Fig. 1: placed cells, one colour a class
Fill, decap, tap and diode cells in grey.
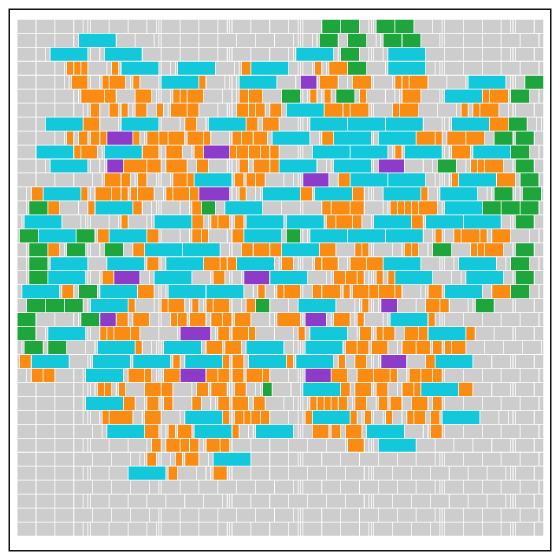
Fig. 2: clock network drawn from the DEF
Scale bar: 20 um.
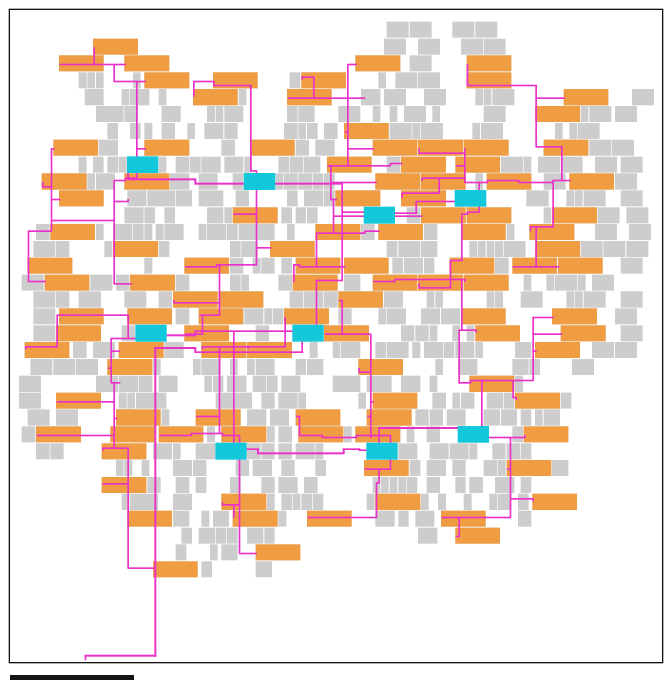
Fig. 3: metal layers overlaid
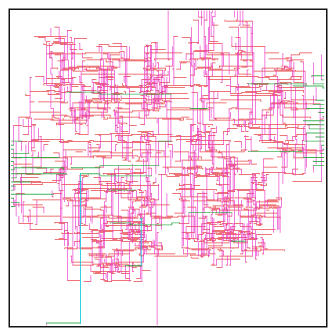
### config.mk
export PLATFORM = sky130hd
export DESIGN_NAME = alu_input_ctrl
export DESIGN_NICKNAME = d
export VERILOG_FILES = /design/src/rtl/alu_input_ctrl.sv
export SDC_FILE = /design/constraint.sdc
export NUM_CORES = 1
export LEC_CHECK = 0
export ABC_CLOCK_PERIOD_IN_PS = 3450
export CORE_UTILIZATION = 40
export CTS_BUF_LIST = sky130_fd_sc_hd__clkbuf_8
export DETAILED_ROUTE_END_ITERATION = 10
export PLACE_DENSITY = 0.73
export SLEW_MARGIN = 20
export SYNTH_ARGS = -nofsm -noshare
export SYNTH_HDL_FRONTEND = slang
export SYNTH_SLANG_ARGS = --single-unit
### constraint.sdc
create_clock -name i_clk -period 3.45 [get_ports i_clk]
set_input_delay 0.69 -clock i_clk [delete_from_list [all_inputs] [get_ports i_clk]]
set_output_delay 0.69 -clock i_clk [all_outputs]
set_load 0.02 [all_outputs]
### src/rtl/alu_input_ctrl.sv
// ----------------------------------------------------------------------------
// alu_input_ctrl
//   Operand/opcode loader sitting in front of the board ALU. Three push-buttons
//   capture the shared switch bank into the A, B and OP registers that feed the
//   ALU. The ALU's combinational result is registered back out to the LEDs.
//   Every button is synchronized, debounced and rising-edge detected, so one
//   press yields exactly one load.
//
// Ports
//   i_clk         system clock, rising edge
//   i_rst         synchronous reset, active-high
//   i_sw          raw switch bank (used unsynchronized, held static by the user)
//   i_btn_a       raw button, load A
//   i_btn_b       raw button, load B
//   i_btn_op      raw button, load OP
//   i_alu_result  ALU result, combinational from o_data_a/o_data_b/o_op
//   o_data_a      operand A register
//   o_data_b      operand B register
//   o_op          opcode register
//   o_led         registered copy of i_alu_result
//   o_ready       high once A, B and OP have each been loaded since reset
// ----------------------------------------------------------------------------
module alu_input_ctrl #(
    parameter int NB_DATA     = 8,
    parameter int NB_OP       = 6,
    parameter int NB_SW       = 8,
    parameter int DBNC_CYCLES = 1000000
) (
    input  logic               i_clk,
    input  logic               i_rst,
    input  logic [NB_SW-1:0]   i_sw,
    input  logic               i_btn_a,
    input  logic               i_btn_b,
    input  logic               i_btn_op,
    input  logic [NB_DATA-1:0] i_alu_result,
    output logic [NB_DATA-1:0] o_data_a,
    output logic [NB_DATA-1:0] o_data_b,
    output logic [NB_OP-1:0]   o_op,
    output logic [NB_DATA-1:0] o_led,
    output logic               o_ready
);

    localparam int               CNT_W   = $clog2(DBNC_CYCLES);
    localparam logic [CNT_W-1:0] CNT_MAX = CNT_W'(DBNC_CYCLES - 1);

    typedef enum logic {ST_LOW, ST_HIGH} dbnc_state_t;

    // Bit order everywhere: [0]=A, [1]=B, [2]=OP
    logic [2:0] btn_raw;
    logic [2:0] sync1;
    logic [2:0] sync2;
    logic [2:0] level;
    logic [2:0] level_d;
    logic [2:0] strobe;
    logic [2:0] loaded;

    assign btn_raw = {i_btn_op, i_btn_b, i_btn_a};

    always_ff @(posedge i_clk) begin
        if (i_rst) begin
            sync1 <= '0;
            sync2 <= '0;
        end else begin
            sync1 <= btn_raw;
            sync2 <= sync1;
        end
    end

    // Debounce FSM per button
    //   state   | meaning
    //   ST_LOW  | debounced level is released
    //   ST_HIGH | debounced level is pressed
    for (genvar g = 0; g < 3; g++) begin : g_dbnc
        dbnc_state_t      state;
        dbnc_state_t      state_nxt;
        logic [CNT_W-1:0] cnt;
        logic [CNT_W-1:0] cnt_nxt;
        logic             lvl;

        always_ff @(posedge i_clk) begin
            if (i_rst) begin
                state <= ST_LOW;
                cnt   <= '0;
            end else begin
                state <= state_nxt;
                cnt   <= cnt_nxt;
            end
        end

        // The counter only runs while the synced input disagrees with the
        // debounced level; any agreeing cycle restarts the window.
        always_comb begin
            state_nxt = state;
            cnt_nxt   = '0;
            if (sync2[g] != (state == ST_HIGH)) begin
                if (cnt == CNT_MAX) begin
                    state_nxt = (state == ST_HIGH) ? ST_LOW : ST_HIGH;
                end else begin
                    cnt_nxt = cnt + CNT_W'(1);
                end
            end
        end

        always_comb begin
            lvl = (state == ST_HIGH);
        end

        assign level[g] = lvl;
    end

    // Strobe is registered off the debounced rising edge, so a load lands
    // DBNC_CYCLES+3 edges after the raw button is first sampled high.
    always_ff @(posedge i_clk) begin
        if (i_rst) begin
            level_d <= '0;
            strobe  <= '0;
        end else begin
            level_d <= level;
            strobe  <= level & ~level_d;
        end
    end

    always_ff @(posedge i_clk) begin
        if (i_rst) begin
            o_data_a <= '0;
            o_data_b <= '0;
            o_op     <= '0;
            o_led    <= '0;
            loaded   <= '0;
        end else begin
            if (strobe[0]) o_data_a <= i_sw[NB_DATA-1:0];
            if (strobe[1]) o_data_b <= i_sw[NB_DATA-1:0];
            if (strobe[2]) o_op     <= i_sw[NB_OP-1:0];
            o_led  <= i_alu_result;
            loaded <= loaded | strobe;
        end
    end

    assign o_ready = &loaded;

endmodule

==> results.txt <==
Fa+ha+maj area frac: 0.8813%
Max layer used: met4
Outcome: completed
Yosys reg bits: 108
Vias in the first global route: 3083
Hold slack: 387.3 ps
Max FFs per register: 60
Top cell type's share of synthesized area: 50.76%
Non-clk invs: 13
Synth warnings: 0
LEAKAGE: 1.570 nW
HPWL reported at the end of detailed placement: 5568 um
Synth Cell Area: 0.004259 mm2
TritonCTS clock tree: yes
Site Rows: 37
Setup ws final: 1283 ps
Cts hold-fix bufs: 0
Overflow after GRT: 0
Hold Path Class: reg -> reg
Sequential cell area share: 42.60%
Worst path cell trace: and3_1 -> clkdlybuf4s50_1
Post-route setup TNS: 0 ps
Flop pwr share: 60.7%
Clock buffers: 9
Sequential power: 1.26 mW
Placed inst area: 0.004872 mm2
Synth Area in Compound Gates: 5.259%
Mux share: 5.170%
GR peak layer: met2
Final hold viol count: 0
Routed wire length: 7990 um
Tap cells: 136
Vias per cell: 5.050
Crit Path Category: reg -> out
Mi-comb count: 319
Top power group: sequential cells
Plain + repair buffers: 54
Reg with most FFs: g_dbnc.cnt
Biggest area cells: dfxtp_1, nor2_1, mux2i_1
Type of destination of the critical path: output port
Register area share after synthesis: 50.76%
Int Pwr: 1.580 mW
Clock sink total: 108
Post-CTS Setup Inserts: 0
Max_cap viols: 0
Cells after synthesis: 461
P_sw: 0.4947 mW
Die H: 105.2 um
Initial antenna violation count: 0
Synth Area per Inst: 9.239 um2
Number of enable flip-flop cells: 0
Final Critical Period: 2167 ps
Post-synth top area cell: dfxtp_1
Yosys cell count: 461
Synth top cells by count: dfxtp_1, nor2_1, xnor2_1
Combinational share of cell area: 38.68%
Comb pwr: 0.0662 mW
Simple share: 26.15%
Port Buf Inserts: 51
H-tree levels: 3
Initial detailed-routing violation count: 98
Grt met2 use: 25.99%
Fin crit share: 62.82%
Die Wd: 105.2 um
Gpl congestion: 0.7844
Global-route wire length before repair: 13640 um
Dominant logic cell type in the layout: dfxtp_1
Cell variety after synth: 37
Slew Limit Fails: 0
Routing usage on met1: 17.87%
Unrepaired setup endpoints after global routing: false
Pre-CTS setup slack: 1369 ps
Nets: 529
Dominant comb cell: simple AND/OR/NAND/NOR gates
Switch share: 23.85%
Post-CTS Resized: 0
Post-synth area from yosys stat: 0.004259 mm2
DR vias: 3262
Worst EP arrival: 1480 ps
FP Util: 41.26%
Filler cell count: 978
Top-count cell post-synth: dfxtp_1
DR WL met2: 3822 um
Logic cell area: 0.001963 mm2
DRT antenna net count: 0
Met3 wire len: 376 um
Post-route cell area: 0.005075 mm2
Non-Filler Instances: 646
Area growth, synth to finish: 19.15%
Tally of OpenROAD warnings: 26
CTS root buf: clkbuf_8
Worst-path clk slew: 110 ps
DIE AREA: 0.01106 mm2
Pwr/cell area: 408.7 mW/mm2
Placed Instances: 630
CP max stage cell: clkdlybuf4s50_1
Clock buffer depth: 2
Combinational Power Share: 3.2%
DRT Pass-1 Iters: 4
Clock-cell share of area: 3.994%
Overall Power: 2.074 mW
Top-level port count: 52
Diode count: 0
Net Count, Synth: 485
Crit path DRT: 2760 ps
Startpoint types: flip-flop
Num CTS Buffers: 9
Back to the opening pictures, Fig. 1:
Orange is remaining logic cells, cells 332, share of their area 41%. Cyan is registers, cells 108, share of their area 44%. Green is remaining buffers and delay cells, cells 54, share of their area 11%. Purple is clock drivers and dummy loads, cells 16, share of their area 4.1%.
Core Util, Final: 49.16%
Core Area: 0.01032 mm2

Back to the opening pictures, Fig. 2:
Cyan is clock-net drivers, count 9. Orange is flip-flops, count 108. Magenta is clock wires, length 1110 um.
There are 10 routed clock nets.
Worst Skew: 11.41 ps
clk_lat worst skew: 370 ps
Clk network pwr share: 36.1%
Clock group: 0.749 mW

Back to the opening pictures, Fig. 3:
Green is M3, wire length 377 um. Cyan is M4, wire length 65.3 um. Magenta is M2, wire length 3820 um. Red is M1, wire length 3730 um.
routed len/inst: 12.37 um
GRT Total Usage: 15.21%

## worst paths after layout
kind / startpoint / endpoint / slack, ps / cells after the start
worst max register to register: g_dbnc[1].cnt[2]$_SDFF_PP0_ / g_dbnc[1].cnt[18]$_SDFF_PP0_ / 1430 / 4
worst max-delay path: loaded[2]$_SDFF_PP0_ / o_ready / 1280 / 2
worst min register to register: level_d[2]$_SDFF_PP0_ / strobe[2]$_SDFF_PP0_ / 390 / 1
worst min-delay path: level_d[2]$_SDFF_PP0_ / strobe[2]$_SDFF_PP0_ / 390 / 1
## critical path: cells and delay by family, from the launching register on
family | cells | cell delay, ps
buf+inv | 1 | 620
flops | 1 | 340
simple gates | 1 | 150
Power figures rest on the tool's default switching activity, not on a simulated workload.
